**src/rtl/uart_receiver.sv**
```systemverilog
// uart_receiver: 16x-oversampled UART receiver with configurable frame format.
// Define UART_RX_MAJORITY_VOTE_EN to decide each bit by 2-of-3 vote at ticks 7/8/9.
module uart_receiver #(
  parameter int CLK_HZ = 50000000
) (
  input  logic       clk,
  input  logic       rst,
  input  logic [1:0] baud_sel,
  input  logic [4:0] line_control_reg,
  input  logic       serial_data_rx,
  output logic [7:0] data_output,
  output logic       active_flag,
  output logic       done_flag,
  output logic       parity_error,
  output logic       framing_error
);
  typedef enum logic [2:0] {IDLE, START, DATA, PARITY, STOP, WAIT_HIGH} state_t;
  localparam int DIV0 = (CLK_HZ + 8 * 2400) / (16 * 2400);
  localparam int DIV1 = (CLK_HZ + 8 * 4800) / (16 * 4800);
  localparam int DIV2 = (CLK_HZ + 8 * 9600) / (16 * 9600);
  localparam int DIV3 = (CLK_HZ + 8 * 19200) / (16 * 19200);
  state_t state, state_nx;
  logic [1:0] sync;
  logic line, line_d, fall, tick, samp, bit_val, fe_now, last_data, last_stop;
  logic [31:0] div, baud_cnt;
  logic [3:0] ph;
  logic [2:0] bit_idx;
  logic [4:0] lcr;
  logic [7:0] shreg;
  logic par, fe_acc, stop_idx;
  assign line = sync[1];
  assign fall = line_d & ~line;
  assign div = baud_sel == 2'd0 ? 32'(DIV0) : baud_sel == 2'd1 ? 32'(DIV1) :
               baud_sel == 2'd2 ? 32'(DIV2) : 32'(DIV3);
  // >= so a switch to a faster rate mid-count wraps immediately
  assign tick = baud_cnt >= div - 32'd1;
`ifdef UART_RX_MAJORITY_VOTE_EN
  logic [1:0] votes;
  assign samp = tick && ph == 4'd8;
  assign bit_val = (votes[0] & votes[1]) | (votes[0] & line) | (votes[1] & line);
  always_ff @(posedge clk)
    if (rst) votes <= 2'b11;
    else if (tick && ph == 4'd6) votes[0] <= line;
    else if (tick && ph == 4'd7) votes[1] <= line;
`else
  assign samp = tick && ph == 4'd7;
  assign bit_val = line;
`endif
  assign last_data = bit_idx == {1'b1, lcr[1:0]};
  assign last_stop = stop_idx == lcr[2];
  assign fe_now = fe_acc | ~bit_val;
  assign active_flag = state inside {START, DATA, PARITY, STOP};
  always_ff @(posedge clk)
    if (rst) state <= IDLE;
    else state <= state_nx;
  always_comb begin
    state_nx = state;
    case (state)
      IDLE:      state_nx = fall ? START : IDLE;
      START:     if (samp) state_nx = bit_val ? IDLE : DATA;
      DATA:      if (samp && last_data) state_nx = lcr[3] ? PARITY : STOP;
      PARITY:    if (samp) state_nx = STOP;
      STOP:      if (samp && last_stop) state_nx = fe_now ? WAIT_HIGH : IDLE;
      WAIT_HIGH: if (line) state_nx = IDLE;
      default:   state_nx = IDLE;
    endcase
  end
  always_ff @(posedge clk) begin
    if (rst) begin
      sync <= 2'b11;
      line_d <= 1'b1;
      baud_cnt <= '0;
      ph <= '0;
      bit_idx <= '0;
      lcr <= '0;
      shreg <= '0;
      par <= 1'b0;
      fe_acc <= 1'b0;
      stop_idx <= 1'b0;
      done_flag <= 1'b0;
      data_output <= '0;
      parity_error <= 1'b0;
      framing_error <= 1'b0;
    end else begin
      sync <= {sync[0], serial_data_rx};
      line_d <= line;
      done_flag <= 1'b0;
      baud_cnt <= tick ? 32'd0 : baud_cnt + 32'd1;
      if (state == IDLE && fall) begin
        ph <= '0;
        lcr <= line_control_reg;
        bit_idx <= '0;
        shreg <= '0;
        par <= 1'b0;
        fe_acc <= 1'b0;
        stop_idx <= 1'b0;
      end else if (tick) ph <= ph + 4'd1;
      if (samp && state == DATA) begin
        shreg[bit_idx] <= bit_val;
        par <= par ^ bit_val;
        bit_idx <= bit_idx + 3'd1;
      end
      if (samp && state == PARITY) par <= par ^ bit_val;
      if (samp && state == STOP) begin
        fe_acc <= fe_now;
        stop_idx <= 1'b1;
        if (last_stop) begin
          done_flag <= 1'b1;
          data_output <= shreg;
          parity_error <= lcr[3] & (par ^ ~lcr[4]);
          framing_error <= fe_now;
        end
      end
    end
  end
endmodule

```
**config.mk**
```make
export PLATFORM = sky130hd
export DESIGN_NAME = uart_receiver
export DESIGN_NICKNAME = d
export VERILOG_FILES = /design/src/rtl/uart_receiver.sv
export SDC_FILE = /design/constraint.sdc
export NUM_CORES = 1
export LEC_CHECK = 0
export CORE_MARGIN = 10
export CORE_UTILIZATION = 50
export CTS_CLUSTER_DIAMETER = 120
export CTS_CLUSTER_SIZE = 40
export DETAILED_ROUTE_END_ITERATION = 8
export PLACE_DENSITY = 0.71
export SETUP_SLACK_MARGIN = 0.5
export SYNTH_ARGS = -nofsm -noshare
export SYNTH_HDL_FRONTEND = slang
export SYNTH_SLANG_ARGS = --single-unit
```
**constraint.sdc**
```tcl
create_clock -name clk -period 2.2 [get_ports clk]
set_input_delay 0.22 -clock clk [delete_from_list [all_inputs] [get_ports clk]]
set_output_delay 0.22 -clock clk [all_outputs]
set_load 0.1 [all_outputs]
```
**Signal wires by layer**

Two of the layers only.
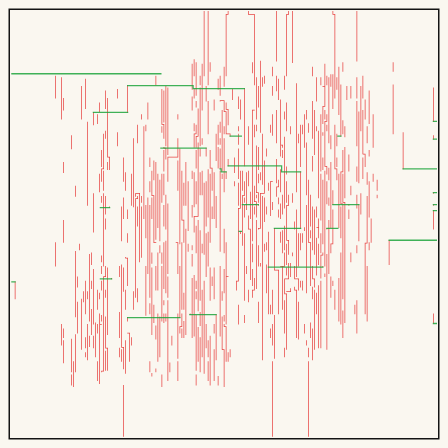
- red: met2 (wire length 3640 um)
- green: met3 (wire length 179 um)
Vias: 2517
GRT Total Usage: 0.143
DR WL/cell: 14.4 um
WL final: 6.97 mm

==> qor.csv <==
stage,metric,value,unit
final_timing,period_used_share,0.990,
floorplan,fp-row-count,28,
synth,synthCells,322,
clock_network,cts_tree,built,
finish,area_growth,39.9,%
routing,drc,0,
grt,met2_usage,0.252,
floorplan,die-area,0.00958,mm^2
clock_network,htree_levels,3,
placement,port-buffer-count,21,
routing,wl_met2,3.64,mm
synth,syn-cell-area,0.00303,mm^2
routing,top_layer_used,met4,
final_timing,skew,0.00711,ns
floorplan,core,0.00592,mm^2
power_and_ir_drop,p_leak,1.72,nW
synth,yosys_area,0.00303,mm^2
finish,nets,427,
clock_network,clkLatencyLatePin,0.34,ns
final_timing,max_clock_freq,459,MHz
job,drv_cap,0,
setup_path,path_class,flop to flop,
synth,top_logic_kind,simple AND/OR/NAND/NOR gates,
final_timing,whs,0.417,ns
finish,lay_top_cells,"dfxtp_1, buf_4, nand2_1",
power_and_ir_drop,peakVddDrop,0.000592,V
final_timing,tns,0,ns
synth,top_area_cell,dfxtp_1,
synth,synth.distinct_cells,53,
grt,grt_pass1_wl,11.6,mm
synth,synthMuxAreaShare,0.0400,
clock_network,path_clk_slew,0.08,ns
routing,drt-met1-wl,3.05,mm
grt,use_met3,0.0282,
outcome,outcome,finished clean,
final_timing,finalSetupViolations,0,
grt,grtUsageMet1,0.165,
routing,drtAntennaViolNets,0,
power_and_ir_drop,power_density,624,mW/mm^2
min_path,hold_path.class,flop to flop,
routing,via_per_inst,5.21,
synth,top_cell,dfxtp_1,
synth,top_cells_by_area,"dfxtp_1, ha_1, nand2_1",
routing,firstDrtPassIters,4,
final_timing,final_max_slew_viol_count,0,
**Close-up of the layout**

The bar under the picture is 10 um long. Window x 34 to 64, y 34 to 64 um. Cells in grey, sequential cells in the stronger grey; small squares are vias.
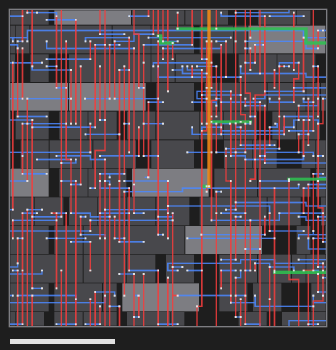
- red: met2
- orange: met4
- blue: met1
- green: met3
- most frequent: buf_4 (12), dfxtp_1 (8), buf_6 (7)
- cells with their middle in the window: 83
- netlist names of flops here include: shreg (4), bit_idx (2), ph (2)
- sequential cells in the window: 8

kinds of logic after synthesis:
family / count (synthesis)
AOI/OAI and AO/OA: 53
xor gates and xnor gates: 16
adders and majority gates: 14
buffers and inverters: 20
DFF: 72
muxes: 12
other: 1
and+or+nand+nor: 134
layout make-up:
class	instances	area, um^2	share of cell area
clock inverters	6	91.3	0.0215
repair buffers	66	581	0.137
inverters	4	20.0	0.00472
multi-input cells	250	1880	0.442
well taps	75	93.8	0.0221
flip-flops and latches	72	1450	0.343
clock buffers	10	128	0.0301
worst paths after layout:
path / start / endpoint / depth (start not counted)
min: sync[0] / sync[1] / 1
min reg2reg: sync[0] / sync[1] / 1
max reg2reg: baud_cnt[6] / fe_acc / 10
max: baud_cnt[6] / fe_acc / 10
report_power, final:
group / internal, W / total (W) / switching, W / leakage, nW
combinational: 0.0000706 / 0.000154 / 0.0000832 / 1.02
sequential: 0.00133 / 0.00135 / 0.0000175 / 0.593
clock: 0.000642 / 0.00115 / 0.000504 / 0.0991
total: 0.00204 / 0.00265 / 0.000604 / 1.72
worst max-delay path: stages, from the launching register on:
cell	delay (ns)
dfxtp_4	0.36
ha_4	0.26
and3_4	0.18
buf_6	0.09
a21oi_2	0.03
a21o_1	0.20
buf_6	0.13
a311o_1	0.42
buf_6	0.18
buf_6	0.12
o22ai_2	0.14
through the flow:
step                      worst slack, ns  instance area (um^2)
after floorplan                    0.0902                  3190
after global placement             -0.801                  3600
after detailed placement           -0.814                  3600
after CTS                          0.0789                  4060
after global routing              -0.0636                  4240
final                              0.0228                  4240
state kept, by name, indices dropped and copies added (netlist names):
register,cells
done_flag,1
stop_idx,1
line_d,1
bit_idx,3
framing_error,1
lcr,5
shreg,8
baud_cnt,32
ph,4
parity_error,1
sync,2
state,3
data_output,8
par,1
fe_acc,1
Power is estimated from default activity; no workload was simulated.
